==> config.mk <==
export PLATFORM = sky130hd
export DESIGN_NAME = pj_bus_arbiter
export DESIGN_NICKNAME = d
export VERILOG_FILES = /design/src/rtl/pj_bus_arbiter.sv
export SDC_FILE = /design/constraint.sdc
export NUM_CORES = 1
export LEC_CHECK = 0
export ABC_AREA = 0
export CORE_AREA = 2 2 120 122
export DETAILED_ROUTE_END_ITERATION = 6
export DIE_AREA = 0 0 122 124
export PLACE_DENSITY = 0.66
export RECOVER_POWER = 100
export SYNTH_ARGS = -nofsm -noshare
export SYNTH_HDL_FRONTEND = slang
export SYNTH_SLANG_ARGS = --single-unit
==> constraint.sdc <==
create_clock -name clk -period 2.6 [get_ports clk]
set_input_delay 0.78 -clock clk [delete_from_list [all_inputs] [get_ports clk]]
set_output_delay 0.78 -clock clk [all_outputs]
set_load 0.05 [all_outputs]
Figure 1. Register map, names as in the netlist.
Drawn at 4 px/um. Other sequential cells in the stronger grey, the rest of the logic in the fainter grey.
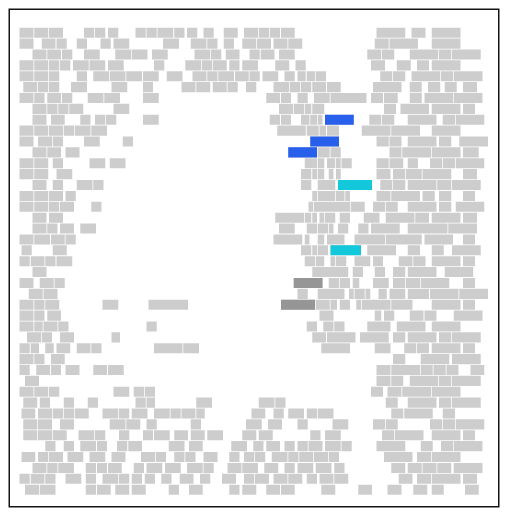
| signal | colour | sequential cells |
|---|---|---|
| `ack_cnt_q` | blue | 3 |
| `grant` | cyan | 2 |
not coloured: 2
sequential fraction of total cell area: 0.0215
Layout Utilization: 0.504

Figure 2. Logic cells by family.
Drawn at 2 px/um.
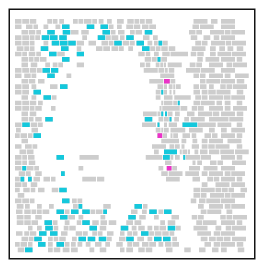
| family | colour | cells |
|---|---|---|
| nor cells | cyan | 81 |
| non-inverting ao/oa cells | magenta | 3 |
combinational share of cell area: 0.332
most common logic cell in the routed design: clkdlybuf4s50_1
Finished Layout Cells: 808

==> impl_metrics.csv <==
group,metric,value,unit
die,floorplan.core_util,0.136,
global_routing,grt_overflow,0,
clocking,clkLatencyLatePin,0.24,ns
pwr,power.density,208,nW/um2
cells_and_area,seqCellArea,149,um2
placement,placed_cells,785,
cells_and_area,comb_area,2300,um2
status,violations,"negative setup slack",
logic_synthesis,syn_area_per_cell,6.24,um2
die,core,13700,um2
cells_and_area,finalInstanceArea,6910,um2
logic_synthesis,edf_count,0,
logic_synthesis,syn_inst,300,
timing,setup_slack,-0.0643,ns
timing,finalHoldViolCount,0,
clocking,clk_pin_slew_worst_paths,0.04,ns
placement,portBuffers,313,
detailed_routing,antenna_left,0,
detailed_routing,drc_errors,0,
critical_path,critPathArrivalTime,1.88,ns
global_routing,grt_max_degree,40,
logic_synthesis,synthArstFlopShare,0,
clocking,clock-sinks,7,
clocking,clk_path_buf_depth,2,
detailed_routing,via_per_inst,4.50,
critical_path,startpoint_type,"input pin",
logic_synthesis,netlist_area,1870,um2
timing,max_freq,375,MHz
status,outcome,"finished with violations",
clocking,ctsHoldBuffers,0,
critical_path,cp_num_buf_inv,3,
critical_path,worstRegToRegCells,5,
logic_synthesis,syn_nets,477,
global_routing,busiest_layer,"met2",
clocking,cts_tree,"yes",
cells_and_area,antenna_cells,0,
timing,fin_crit,2.66,ns
timing,setup_viol,61,
global_routing,grt_first_pass_wirelength,20500,um
clocking,htreeDepth,1,
critical_path,max_stage_delay,0.31,ns
critical_path,cp_cell_sequence,"buf_8 > nand3b_4 > buf_6 > a21oi_4 > and3_4 > and2_4 > buf_12",
logic_synthesis,ys_area,1870,um2
critical_path,cp_max_fo,8,
cells_and_area,syn2layout_area_growth,269,%
die,dieArea,15100,um2
critical_path,crit_type,"in2out",
hold_path,whs_path_depth,2,
placement,post-place-ws,-0.527,ns
cells_and_area,layout_top_cells,"clkdlybuf4s50_1, buf_4, buf_12",
critical_path,cp-end-kind,"primary output",
global_routing,grt.met3_usage,0.0330,
## what timing repair did
action,CTS,global route
pin swaps,40,18
buffers inserted,8,4
setup endpoints to repair,70,123
gates cloned,8,1
gates resized,55,18
endpoints found under the hold margin,0,0
## kinds of logic (layout without fill, tap and decap cells)
logic type / count (synthesis) / in the layout / share of synthesized area
simple gates: 167 / 171 / 0.469
flops: 7 / 7 / 0.0749
fa+ha+maj: 2 / 2 / 0.0134
compound gates: 88 / 88 / 0.365
mux: 1 / 1 / 0.00535
buf+inv: 35 / 359 / 0.0729
## routing by layer
metal / vias to the layer above / share of wire
li1: 1727 / -
met1: 1695 / 0.34
met2: 200 / 0.56
met3: 16 / 0.082
met4: 0 / 0.020
met5: - / 0
## metrics by stage
step | hold WS [ns] | TNS, ns | utilization
finish | 0.498 | -2.06 | 0.504
global route | 0.528 | -5.72 | 0.504
CTS | 0.496 | -4.71 | 0.500
floorplan | 0.454 | -4.48 | -
detailed placement | 0.493 | -31.83 | 0.473
global placement | 0.467 | -30.49 | 0.473
## synthesized netlist by cell type (2+ instances only)
master / n / area [um2]
nor2_1: 76 / 285
a22oi_1: 69 / 518
and2_1: 66 / 413
clkbuf_1: 25 / 93.8
dfxtp_1: 7 / 140
nand2_1: 6 / 22.5
a21oi_1: 5 / 25.0
buf_2: 4 / 20.0
inv_1: 4 / 15.0
nand2b_1: 3 / 18.8
buf_1: 2 / 7.51
ha_1: 2 / 25.0
nand3b_1: 2 / 15.0
o21ai_0: 2 / 10.0
## cell type report
| class | instances | area share |
|---|---|---|
| sequential | 7 | 0.0215 |
| multi-input combinational | 262 | 0.332 |
| timing repair buffer | 351 | 0.600 |
| clock buffer | 4 | 0.0114 |
| tap | 180 | 0.0326 |
| inverter | 4 | 0.00272 |
## worst min-delay path, stage by stage (launching register included)
cell and delay (ns):
dfxtp_1 0.31, nand3b_1 0.08, o41ai_1 0.06
## power by group
group / internal [mW] / total (mW) / switching, mW
Combinational: 0.481 / 1.03 / 0.551
Sequential: 0.114 / 0.133 / 0.0184
Clock: 0.205 / 0.272 / 0.0674
Power and IR drop assume default switching activity.
